==> images/port_trees.png <==
Scale: 4 px per um.
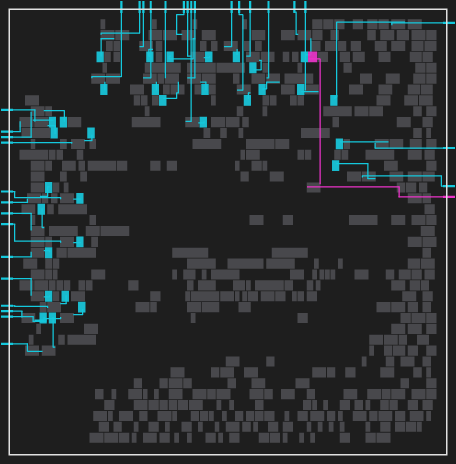
==> images/sizing.png <==
Scale: 3 px per um.
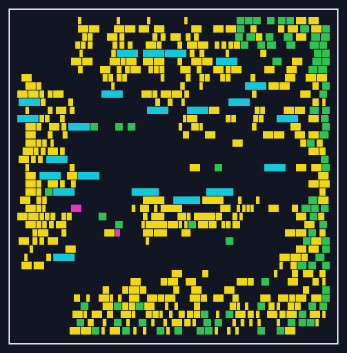
==> images/layers.png <==
Scale: 3 px per um.
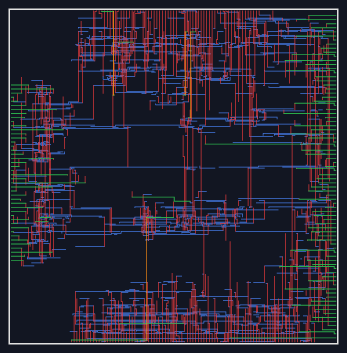
===== src/rtl/mem_port_arbiter.sv =====
// rtl/mem_port_arbiter.sv - two-requester (fetch / load-store) arbiter for one single-port memory
//
// Purpose:
//   Picks between instruction fetch (IF) and load/store (LS) for a single
//   unified memory port, keeps track of the one outstanding transaction and
//   steers the memory response back to whoever issued it. LS normally wins;
//   after MAX_STARVE consecutive LS grants taken while IF was waiting, IF is
//   granted once.
//
// Ports:
//   clk, rst                      clock (rising edge), synchronous active-low reset
//   if_req/if_addr                fetch request and address
//   if_gnt/if_rvalid/if_rdata     fetch accept pulse, response pulse, data
//   ls_req/ls_we/ls_addr/
//   ls_wdata/ls_func3             load/store request and fields
//   ls_gnt/ls_rvalid/ls_rdata     load/store accept pulse, response pulse, data
//   mem_en/mem_we/mem_addr/
//   mem_wdata/mem_func3           memory request side
//   mem_ready                     memory accepts the request this cycle
//   mem_rvalid/mem_rdata          memory response (read data or write ack)

module mem_port_arbiter #(
    parameter int DATA_WIDTH = 32,
    parameter int ADDR_WIDTH = 32,
    parameter int MAX_STARVE = 4
) (
    input  logic                  clk,
    input  logic                  rst,
    input  logic                  if_req,
    input  logic [ADDR_WIDTH-1:0] if_addr,
    output logic                  if_gnt,
    output logic                  if_rvalid,
    output logic [DATA_WIDTH-1:0] if_rdata,
    input  logic                  ls_req,
    input  logic                  ls_we,
    input  logic [ADDR_WIDTH-1:0] ls_addr,
    input  logic [DATA_WIDTH-1:0] ls_wdata,
    input  logic [2:0]            ls_func3,
    output logic                  ls_gnt,
    output logic                  ls_rvalid,
    output logic [DATA_WIDTH-1:0] ls_rdata,
    output logic                  mem_en,
    output logic                  mem_we,
    output logic [ADDR_WIDTH-1:0] mem_addr,
    output logic [DATA_WIDTH-1:0] mem_wdata,
    output logic [2:0]            mem_func3,
    input  logic                  mem_ready,
    input  logic                  mem_rvalid,
    input  logic [DATA_WIDTH-1:0] mem_rdata
);

    localparam int             SW         = $clog2(MAX_STARVE + 1);
    localparam logic [SW-1:0]  STARVE_MAX = SW'(MAX_STARVE);
    localparam logic           OWN_IF     = 1'b0;
    localparam logic           OWN_LS     = 1'b1;
    localparam logic [2:0]     FUNC3_WORD = 3'b010;

    typedef enum logic {
        S_IDLE = 1'b0,
        S_BUSY = 1'b1
    } state_t;

    state_t        state_q, state_d;
    logic          owner_q, owner_d;
    logic [SW-1:0] starve_q, starve_d;

    logic idle;
    logic sel_ls;
    logic sel_if;
    logic accept;
    logic rsp;

    // Selection and memory-side drive. Everything is gated by rst so that the
    // block is silent for the whole time reset is held, not just after it.
    always_comb begin
        idle      = (state_q == S_IDLE);
        // LS yields only when IF is waiting and has already been passed over
        // MAX_STARVE times in a row.
        sel_ls    = ls_req && !(if_req && (starve_q == STARVE_MAX));
        sel_if    = !sel_ls && if_req;
        mem_en    = rst && idle && (sel_ls || sel_if);
        accept    = mem_en && mem_ready;
        // A response only counts while a transaction is outstanding; stray or
        // late responses seen in IDLE are dropped.
        rsp       = rst && !idle && mem_rvalid;

        mem_we    = 1'b0;
        mem_addr  = '0;
        mem_wdata = '0;
        mem_func3 = 3'b000;
        if (mem_en) begin
            if (sel_ls) begin
                mem_we    = ls_we;
                mem_addr  = ls_addr;
                mem_wdata = ls_wdata;
                mem_func3 = ls_func3;
            end else begin
                mem_addr  = if_addr;
                mem_func3 = FUNC3_WORD;
            end
        end

        ls_gnt    = accept && sel_ls;
        if_gnt    = accept && sel_if;
        ls_rvalid = rsp && (owner_q == OWN_LS);
        if_rvalid = rsp && (owner_q == OWN_IF);
        if_rdata  = rst ? mem_rdata : '0;
        ls_rdata  = rst ? mem_rdata : '0;
    end

    // Next-state: ownership and the starvation count only move on an accept.
    always_comb begin
        state_d  = state_q;
        owner_d  = owner_q;
        starve_d = starve_q;
        if (accept) begin
            state_d = S_BUSY;
            owner_d = sel_ls ? OWN_LS : OWN_IF;
            if (sel_ls && if_req) begin
                starve_d = (starve_q == STARVE_MAX) ? starve_q : starve_q + 1'b1;
            end else begin
                starve_d = '0;
            end
        end else if (rsp) begin
            state_d = S_IDLE;
        end
    end

    always_ff @(posedge clk) begin
        if (!rst) begin
            state_q  <= S_IDLE;
            owner_q  <= OWN_IF;
            starve_q <= '0;
        end else begin
            state_q  <= state_d;
            owner_q  <= owner_d;
            starve_q <= starve_d;
        end
    end

endmodule


===== config.mk =====
export PLATFORM = sky130hd
export DESIGN_NAME = mem_port_arbiter
export DESIGN_NICKNAME = d
export VERILOG_FILES = /design/src/rtl/mem_port_arbiter.sv
export SDC_FILE = /design/constraint.sdc
export NUM_CORES = 1
export LEC_CHECK = 0
export CAP_MARGIN = 25
export CORE_AREA = 2 2 107 109
export DETAILED_ROUTE_END_ITERATION = 8
export DIE_AREA = 0 0 109 111
export RECOVER_POWER = 100
export SLEW_MARGIN = 20
export SYNTH_ARGS = -nofsm -noshare
export SYNTH_HDL_FRONTEND = slang
export SYNTH_SLANG_ARGS = --single-unit

===== constraint.sdc =====
create_clock -name clk -period 6.3 [get_ports clk]
set_clock_uncertainty 0.1 [all_clocks]
set_input_delay 1.89 -clock clk [delete_from_list [all_inputs] [get_ports clk]]
set_output_delay 1.89 -clock clk [all_outputs]
set_load 0.05 [all_outputs]

==> flow_metrics.rpt <==
RUN METRICS
----------------------------------------------------
[Clock network]
  Post-CTS setup buffers ........................ 0
  Clock transition at the registers of the reported paths ........................ about 0.03 ns
  CTS Hold Bufs ........................ 0
  Sink Count ........................ 5
  Maximum level of the CTS H-tree ........................ 1
  Clk Tree Root Cell ........................ sky130_fd_sc_hd__clkbuf_16

[Floorplanning]
  Floorplan-stage core utilization ........................ 0.152
  Standard-cell row count ........................ 39

[STA]
  # setup viols final ........................ 0
  Worst slew pin tran ........................ 0.710 ns
  Final Max Slew Viols ........................ 0
  Final Hold Violation Tally ........................ 0
  Worst Hold Slack ........................ 0.407 ns

[Critical path]
  Number of buffers and inverters on the critical path ........................ 3
  Worst Reg2Reg Path Length in Cells ........................ 6
  Category of cells accounting for the largest share of critical-path delay ........................ buffers and inverters
  Worst-path maximum fanout ........................ 35
  Reg-to-Reg Start ........................ starve_q[0]$_SDFFE_PN0P_
  Crit path required time ........................ between 4 and 5 ns

[Synth]
  Post-synth net total ........................ 402
  Yosys cell count ........................ around 260
  Synth Seq Share ........................ 0.0594
  Synthesized netlist cell count ........................ between 200 and 300
  Yosys top cell area share ........................ 0.193
  Top cells by area ........................ sky130_fd_sc_hd__nand3_1, sky130_fd_sc_hd__and2_4, sky130_fd_sc_hd__buf_4
  Number of enable-type register cells in the synthesized netlist ........................ 0
  Async set-or-reset flop fraction in the synthesized netlist ........................ 0
  Share of synthesized area spent on multiplexers ........................ 0.00594
  Post-synthesis adder-cell area fraction ........................ 0.0149
  Average instance area after synthesis ........................ approximately 6.4 sq um

[Final layout]
  Share of post-route cells with drive strength above 1 ........................ 0.231
  Final design instance area without fill ........................ slightly above 4000 sq um
  Most frequently placed logic cells in the final layout ........................ sky130_fd_sc_hd__clkdlybuf4s50_1, sky130_fd_sc_hd__buf_4, sky130_fd_sc_hd__nand3_1
  Top cell excl fill/tap ........................ sky130_fd_sc_hd__clkdlybuf4s50_1

[Power]
  Clk. pwr ........................ around 100 uW
  Top power group ........................ combinational logic
  P_comb ........................ 389 uW
  Fraction of power consumed by the clock network ........................ 0.197
  Sequential cell fraction of total power ........................ 0.066
  Total Power ........................ 528 uW

[Placement]
  Post-detail-place hpwl ........................ roughly 8.1 mm
  Worst slack at placement ........................ roughly 0.64 ns

[Route]
  Number of detailed-route iterations in the first pass ........................ 4
  Met2 wire length ........................ 4.81 mm
  Wire length on met1 ........................ roughly 3.7 mm
  Wire length on met3 ........................ between 1 and 1.5 mm
  Top layer used by detailed routing ........................ met4

[Global route]
  Wire length of the first global-routing pass ........................ around 14 mm
  Routing layer with the top usage in global route ........................ met2
  Global-route met2 utilization ........................ 0.263
  Antenna violations before repair ........................ 1
  Number of global-route vias before repair ........................ around 2,700
  Remaining global-route overflow ........................ 0

[Min path]
  Worst Hold Path Cells ........................ 1
  Startpoint of the tightest hold check path ........................ owner_q$_SDFFE_PN0P_
  Endpoint with the worst hold slack ........................ owner_q$_SDFFE_PN0P_

[Run]
  Tool warnings ........................ 27

[Run status]
  Status ........................ completed

----------------------------------------------------
About port_trees.png:
legend:
  `if_addr`:
    color: cyan
    bits: 32
    direction: input
    end_cells: 32
    buffers: 32
    wire: 617 um
  `ls_we`:
    color: magenta
    bits: 1
    direction: input
    end_cells: 1
    buffers: 1
    wire: 70.9 um
number of placed I/O pins: 275
IO Port Bufs: 274

About sizing.png:
legend:
  x1 and smaller:
    color: yellow
    cells: 377
    share: 77%
  x6 and larger:
    color: cyan
    cells: 22
    share: 4.5%
  x2:
    color: magenta
    cells: 2
    share: 0.41%
  x3 and x4:
    color: green
    cells: 89
    share: 18%
area added between synthesis and finish: 139%
Plain + repair buffers: 283

About layers.png:
legend:
  M4:
    color: orange
    wire_length: 118 um
  M1:
    color: blue
    wire_length: 3,730 um
  M2:
    color: red
    wire_length: 4,810 um
  M3:
    color: green
    wire_length: 1,010 um

[synthesized netlist by cell type (all sizes together), types with 2 or more instances]
| cell type | count |
|---|---|
| inv | 4 |
| a21oi | 33 |
| clkbuf | 11 |
| buf | 48 |
| nand3 | 66 |
| and2 | 68 |
| o21a | 2 |
| nor2 | 7 |
| nand2 | 4 |
| dfxtp | 5 |
| ha | 2 |
[flip-flops by register name, indices dropped and copies added, names as in the netlist]
name / count
state_q: 1
owner_q: 1
starve_q: 3
[final cells by class]
type	instances	area, sq um	share of cell area
timing repair buffer	283	2500	0.620
multi-input combinational	194	1160	0.287
tap	143	179	0.0444
sequential	5	100	0.0248
clock buffer	4	78.8	0.0196
inverter	4	15.0	0.00373
antenna	1	2.50	0.000621
Power figures rest on the tool's default switching activity, not on a simulated workload.
